==> src/rtl/uart_mem_bridge.sv <==
// uart_mem_bridge: host debug/boot bridge decoding UART
// read/write frames into data-memory bus operations.
module uart_mem_bridge #(
  parameter int unsigned TIMEOUT_CYCLES = 1000000,
  parameter logic [7:0]  CMD_WRITE      = 8'h57,
  parameter logic [7:0]  CMD_READ       = 8'h52,
  parameter logic [7:0]  ACK_BYTE       = 8'h4B,
  parameter logic [7:0]  NAK_BYTE       = 8'h3F
) (
  input  logic        clk,
  input  logic        reset,
  input  logic [7:0]  rx_data,
  input  logic        rx_valid,
  output logic [7:0]  tx_data,
  output logic        tx_start,
  input  logic        tx_busy,
  output logic        bus_req,
  input  logic        bus_grant,
  output logic [31:0] mem_address,
  output logic [31:0] mem_write_data,
  output logic        mem_write_enable,
  output logic        mem_read_enable,
  input  logic [31:0] mem_read_data_in,
  output logic        err_pulse,
  output logic [7:0]  err_count
);

  typedef enum logic [2:0] {
    IDLE,
    ADDR,
    DATA,
    BUS_REQ,
    BUS_OP,
    TX_LOAD,
    TX_START,
    TX_WAIT
  } state_t;

  localparam int TW = $clog2(TIMEOUT_CYCLES + 1);
  localparam logic [TW-1:0] T_LAST =
    TW'(TIMEOUT_CYCLES - 1);

  state_t        state;
  logic          is_write;
  logic [1:0]    byte_cnt;
  logic [TW-1:0] timer;
  logic [31:0]   addr_sr;
  logic [31:0]   data_sr;
  logic [31:0]   reply;
  logic [2:0]    reply_left;
  logic          tx_first;

  logic in_frame;
  logic timeout;
  logic drop;

  assign in_frame = (state == ADDR) ||
                    (state == DATA);
  assign timeout  = in_frame && (timer == T_LAST);
  assign drop     = rx_valid && !in_frame &&
                    (state != IDLE);

  function automatic logic [7:0] sat_inc(
    input logic [7:0] v
  );
    return (v == 8'hFF) ? v : v + 8'd1;
  endfunction

  // Frame decode, bus sequencing and reply transmit.
  always_ff @(posedge clk) begin
    if (!reset) begin
      state            <= IDLE;
      is_write         <= 1'b0;
      byte_cnt         <= '0;
      timer            <= '0;
      addr_sr          <= '0;
      data_sr          <= '0;
      reply            <= '0;
      reply_left       <= '0;
      tx_first         <= 1'b0;
      tx_data          <= '0;
      tx_start         <= 1'b0;
      bus_req          <= 1'b0;
      mem_address      <= '0;
      mem_write_data   <= '0;
      mem_write_enable <= 1'b0;
      mem_read_enable  <= 1'b0;
      err_pulse        <= 1'b0;
      err_count        <= '0;
    end else begin
      err_pulse        <= 1'b0;
      tx_start         <= 1'b0;
      mem_write_enable <= 1'b0;
      mem_read_enable  <= 1'b0;
      if (drop) begin
        err_pulse <= 1'b1;
        err_count <= sat_inc(err_count);
      end
      unique case (state)
        IDLE: begin
          if (rx_valid) begin
            byte_cnt <= '0;
            timer    <= '0;
            if (rx_data == CMD_WRITE ||
                rx_data == CMD_READ) begin
              is_write <= (rx_data == CMD_WRITE);
              state    <= ADDR;
            end else begin
              reply      <= {24'd0, NAK_BYTE};
              reply_left <= 3'd1;
              state      <= TX_LOAD;
              err_pulse  <= 1'b1;
              err_count  <= sat_inc(err_count);
            end
          end
        end
        ADDR: begin
          if (timeout) begin
            state     <= IDLE;
            err_pulse <= 1'b1;
            err_count <= sat_inc(err_count);
          end else if (rx_valid) begin
            timer    <= '0;
            byte_cnt <= byte_cnt + 2'd1;
            addr_sr  <= {rx_data, addr_sr[31:8]};
            if (byte_cnt == 2'd3) begin
              if (is_write) begin
                state <= DATA;
              end else begin
                state       <= BUS_REQ;
                bus_req     <= 1'b1;
                mem_address <=
                  {rx_data, addr_sr[31:8]};
              end
            end
          end else begin
            timer <= timer + 1'b1;
          end
        end
        DATA: begin
          if (timeout) begin
            state     <= IDLE;
            err_pulse <= 1'b1;
            err_count <= sat_inc(err_count);
          end else if (rx_valid) begin
            timer    <= '0;
            byte_cnt <= byte_cnt + 2'd1;
            data_sr  <= {rx_data, data_sr[31:8]};
            if (byte_cnt == 2'd3) begin
              state          <= BUS_REQ;
              bus_req        <= 1'b1;
              mem_address    <= addr_sr;
              mem_write_data <=
                {rx_data, data_sr[31:8]};
            end
          end else begin
            timer <= timer + 1'b1;
          end
        end
        BUS_REQ: begin
          if (bus_grant) begin
            state            <= BUS_OP;
            mem_write_enable <= is_write;
            mem_read_enable  <= !is_write;
          end
        end
        BUS_OP: begin
          bus_req <= 1'b0;
          state   <= TX_LOAD;
          if (is_write) begin
            reply      <= {24'd0, ACK_BYTE};
            reply_left <= 3'd1;
          end else begin
            reply      <= mem_read_data_in;
            reply_left <= 3'd4;
          end
        end
        TX_LOAD: begin
          if (!tx_busy) begin
            tx_data    <= reply[7:0];
            reply      <= {8'd0, reply[31:8]};
            reply_left <= reply_left - 3'd1;
            tx_start   <= 1'b1;
            state      <= TX_START;
          end
        end
        TX_START: begin
          tx_first <= 1'b1;
          state    <= TX_WAIT;
        end
        TX_WAIT: begin
          if (tx_first) begin
            tx_first <= 1'b0;
          end else if (!tx_busy) begin
            state <= (reply_left != 3'd0) ?
                     TX_LOAD : IDLE;
          end
        end
        default: state <= IDLE;
      endcase
    end
  end

endmodule
==> config.mk <==
export PLATFORM = sky130hd
export DESIGN_NAME = uart_mem_bridge
export DESIGN_NICKNAME = d
export VERILOG_FILES = /design/src/rtl/uart_mem_bridge.sv
export SDC_FILE = /design/constraint.sdc
export NUM_CORES = 1
export LEC_CHECK = 0
export CAP_MARGIN = 40
export CORE_MARGIN = 10
export CORE_UTILIZATION = 45
export CTS_CLUSTER_DIAMETER = 50
export CTS_CLUSTER_SIZE = 25
export DETAILED_ROUTE_END_ITERATION = 8
export GPL_ROUTABILITY_DRIVEN = 1
export GPL_TIMING_DRIVEN = 1
export PLACE_DENSITY = 0.73
export SYNTH_ARGS = -nofsm -noshare
export SYNTH_HDL_FRONTEND = slang
export SYNTH_SLANG_ARGS = --single-unit
==> constraint.sdc <==
create_clock -name clk -period 4.9 [get_ports clk]
set_input_delay 0.98 -clock clk [delete_from_list [all_inputs] [get_ports clk]]
set_output_delay 0.98 -clock clk [all_outputs]
set_load 0.02 [all_outputs]
Fig. 1: selected gate families
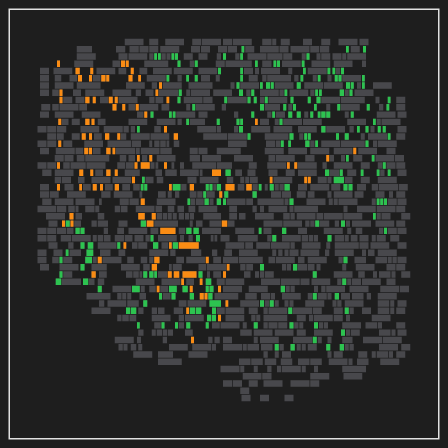
Green marks NAND gates, cells 213, most used nand2_1. Orange marks NOR gates, cells 102, most used nor2_1.

Fig. 2: routed metal, one color a layer
Scale bar: 50 um. Two of the layers only.
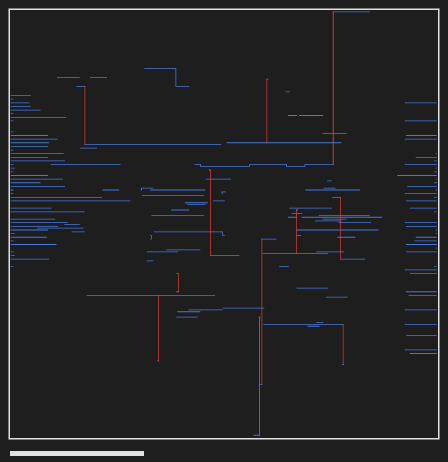
Red marks metal 4, wire length 319 um. Blue marks metal 3, wire length 1600 um.

==> flow_metrics.tcl <==
# flow metrics
set metrics [dict create \
    outcome "finished, final reports clean" \
    power_frac_comb_pct 24.4 \
    worst_slew_pin_slew_ns 0.886 \
    clock-skew-final_ns 0.0223 \
    grt_start_max_net_pins 70 \
    library_cells_used_by_synthesis 73 \
    antenna_found_initial 0 \
    start_to_end_type_of_the_worst_setup_path "in2reg" \
    numPortBuffers 129 \
    floorplanUtilization_pct 45.6 \
    cp_slowest_cell "sky130_fd_sc_hd__o311ai_0" \
    post-route-drc-count 0 \
    power_per_cell_area_nw_per_um2 432 \
    gp_routability_congestion 0.810 \
    htree_num_levels 1 \
    worst_setup_path_start_kind "input pin" \
    synth_largest_type_area_fraction_pct 45.9 \
    hold_viol 0 \
    clkSlewWorstSetupHoldPaths_ns 0.07 \
    netlist.top_cell.by_area "sky130_fd_sc_hd__dfxtp_1" \
    crit_family "AND-OR/OR-AND gates" \
    netlist.top_cell.by_instances "sky130_fd_sc_hd__dfxtp_1" \
    highest_achievable_clock_rate_ghz 0.296 \
    average_detailed_routed_wire_length_per_instance_um 16.6 \
    drt_pass1_iterations 5 \
    internal_power_mw 3.09 \
    synth_top_flop_cell "sky130_fd_sc_hd__dfxtp_1" \
    postSynthNetCount 1078 \
    grt_first_pass_wirelength_um 38300 \
    critPathMaxFanout 29 \
    ctsRootBufferMaster "sky130_fd_sc_hd__clkbuf_16" \
    syn_area_per_cell_um2 8.60 \
    dr.first_iter.drc_count 560 \
    reg2reg_end "reply_left[0]$_SDFFE_PN0P_" \
    ys_seq_share_pct 45.9 \
    clkPwrFrac_pct 35.1 \
    power.share.switching_pct 35.7 \
    r2r_path_start "state[0]$_SDFFE_PN0P_" \
    via_count 7905 \
    max_ir_drop_vdd_uv 285 \
    pin_count 130 \
    clock_net_power_mw 1.69 \
    design_area_um2 11100 \
    maxCapViolCount 0 \
    worst-endpoint-required_ns 5.29 \
    layout.nets 1165 \
    synth-seq-cells 203 \
    p_leak_nw 3.90 \
    seqPwrFrac_pct 40.6 \
    cts_num_sinks 203 \
    postSynthCellCount 1028 \
    edf_count 0 \
    critical_path.endpoint_type "flop" \
    grt_pass1_vias 7555 \
    place_area_um2 10400 \
    worst_hold_path_type "reg2reg" \
    postCtsHoldBufs 0 \
    fin_crit_sh_pct 68.8 \
    critical_path_buf_inv_count 1 \
    top_cells_by_count "sky130_fd_sc_hd__dfxtp_1 (203), sky130_fd_sc_hd__a21oi_1 (142), sky130_fd_sc_hd__nand2_1 (120)" \
    total_die_size_um2 25700 \
    sw_power_mw 1.72 \
    insertedDiodeCount 0 \
    max_slew_headroom_pct 40.8 \
    rr_worst_depth 5 \
    yosysCellCount 1028 \
    ctsResizeCount 0 \
    slew_violations 0 \
    post_route_ant_nets 0 \
    yosys_warnings 0 \
    synth.yosys.chip_area_um2 8840 \
    cpPeakStageDelay_ns 0.77 \
    layout_min_cycle_time_ns 3.37 \
    grt.total_usage_pct 17.1 \
    timing.critical_path.cells "clkdlybuf4s50_1 > nand4bb_1 > o311ai_0 > a21o_1 > o21ai_0 > o311a_1" \
    dp.final_hpwl_um 15300 \
    setup_viol 0 \
    seq-power_mw 1.95 \
    clk-insertion-delay-late_ns 0.51 \
    postCtsSetupRepairBufs 0 \
    dieWidth_um 160 \
    critical_path_arrival_ns 3.76 \
    ff2ff_setup_slack_ns 1.99 \
    holdPathEnd "mem_write_data[5]$_SDFFE_PN0P_" \
    log.warning_count 26 \
    unrepaired_setup_endpoints_after_global_routing "no" \
    largestPowerGroup "registers" \
    totalWireLength_um 23200 \
    mappedNetlistArea_um2 8840 \
    die_h_um 160 \
    cts_tree "built" \
    clock_tree.buffer_depth 3 \
    cts_buffers 21 \
    asyncSetResetFlopFracSynth_pct 0 \
    powerComb_mw 1.17 \
    avgViaCountPerCell 5.67 \
    fraction_of_layout_cells_with_a_size_suffix_above_1_pct 9.38 \
    congestion_overflow_gr 0 \
    ys_top_cells_by_area "sky130_fd_sc_hd__dfxtp_1 (46%), sky130_fd_sc_hd__a21oi_1 (8.0%), sky130_fd_sc_hd__mux2i_1 (5.1%), sky130_fd_sc_hd__nand2_1 (5.1%), sky130_fd_sc_hd__nand3_1 (4.1%)" \
    holdPathStages 2 \
    origin_of_the_worst_min_delay_path "mem_write_data[5]$_SDFFE_PN0P_" \
    placement_rows 51 \
    area.growth.synth_to_final_pct 25.7 \
    core_area_um2 19400 \
    fin_tns_setup_ns 0 \
]
Fig. 3: placement by cell class
Scale bar: 50 um.
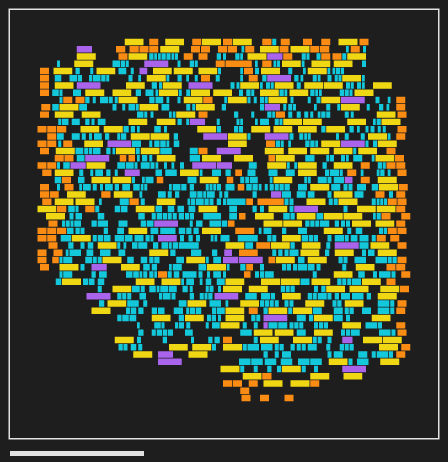
Orange marks other buffers and delay cells, cells 149, share of their area 14%. Yellow marks flops, cells 203, share of their area 38%. Cyan marks combinational and other logic, cells 740, share of their area 41%. Purple marks clock drivers and dummy loads, cells 38, share of their area 7.1%.

==> flip-flops by register name, indices dropped and copies added (netlist names) <==
| register | cells |
|---|---|
| err_pulse | 1 |
| reply_left | 3 |
| addr_sr | 32 |
| is_write | 1 |
| tx_data | 8 |
| tx_start | 1 |
| err_count | 8 |
| mem_read_enable | 1 |
| data_sr | 24 |
| mem_address | 32 |
| bus_req | 1 |
| timer | 20 |
| mem_write_enable | 1 |
| mem_write_data | 32 |
| state | 3 |
| tx_first | 1 |
| byte_cnt | 2 |
| reply | 32 |
==> cell type report <==
cell class,count,area [um^2]
Fill cell,1772,8280
Multi-Input combinational cell,723,4380
Sequential cell,203,4060
Timing Repair Buffer,149,1520
Clock buffer,21,526
Tap cell,265,332
Clock inverter,17,236
Inverter,17,68.8
==> through the flow <==
| stage | setup slack (ns) | hold slack [ns] | cells | total power, mW | utilization, % |
|---|---|---|---|---|---|
| after floorplan | 2.40 | 0.432 | 1028 | 2.82 | - |
| after global placement | 1.13 | 0.441 | 1352 | 3.11 | 52.9 |
| after detailed placement | 0.996 | 0.446 | 1357 | 3.15 | 53.4 |
| after CTS | 1.53 | 0.455 | 1395 | 4.84 | 57.3 |
| after global routing | 1.28 | 0.476 | 1395 | 5.06 | 57.3 |
| final | 1.53 | 0.453 | 1395 | 4.81 | 57.3 |
==> routing by layer <==
layer | up-vias | routed length (um) | global-route usage, %
met5 | - | 0 | 0
li1 | 3911 | - | -
met1 | 3744 | 10500 | 22.5
met2 | 228 | 10800 | 27.4
met4 | 0 | 318 | 4.17
met3 | 22 | 1600 | 4.16
==> placed cells by master (no fill, tap or decap), drive strengths merged, types with 3 or more instances in the layout <==
master / count
clkdlybuf4s50: 129
nand2b: 7
clkinv: 9
a221oi: 20
mux2i: 45
and2: 5
a211oi: 39
o211ai: 4
or2: 4
o21a: 3
a21o: 4
clkbuf: 21
or4: 7
o21ai: 50
nand3: 72
inv: 25
xor2: 9
o31ai: 7
and3: 5
o22ai: 8
nor3: 30
a311oi: 6
a22oi: 9
nor4: 4
nand4b: 3
or3: 10
nand2: 120
nand4: 8
a21oi: 143
dfxtp: 203
ha: 5
nor2: 65
buf: 19
==> worst max path at each step <==
stage | from | cells past startpoint | to | slack [ns]
final | rx_data[6] | 6 | reply_left[0]$_SDFFE_PN0P_ | 1.53
after global routing | rx_data[6] | 6 | reply_left[0]$_SDFFE_PN0P_ | 1.28
after CTS | rx_data[6] | 6 | reply_left[0]$_SDFFE_PN0P_ | 1.53
after detailed placement | rx_data[6] | 6 | reply_left[0]$_SDFFE_PN0P_ | 1.0
after global placement | rx_data[6] | 6 | reply_left[0]$_SDFFE_PN0P_ | 1.13
after floorplan | rx_data[2] | 6 | err_count[4]$_SDFF_PN0_ | 2.40
==> cell families (layout without fill, tap and decap cells) <==
logic type	count (synthesis)	count (layout)	share of synthesized area [%]
buf+inv	102	204	4.97
mux	45	45	5.09
simple gates	350	350	19.2
compound gates	313	313	23.1
flops	203	203	45.9
xor+xnor	10	10	0.990
fa+ha+maj	5	5	0.707
No activity file was given, so power comes from the tool's default toggle rates.
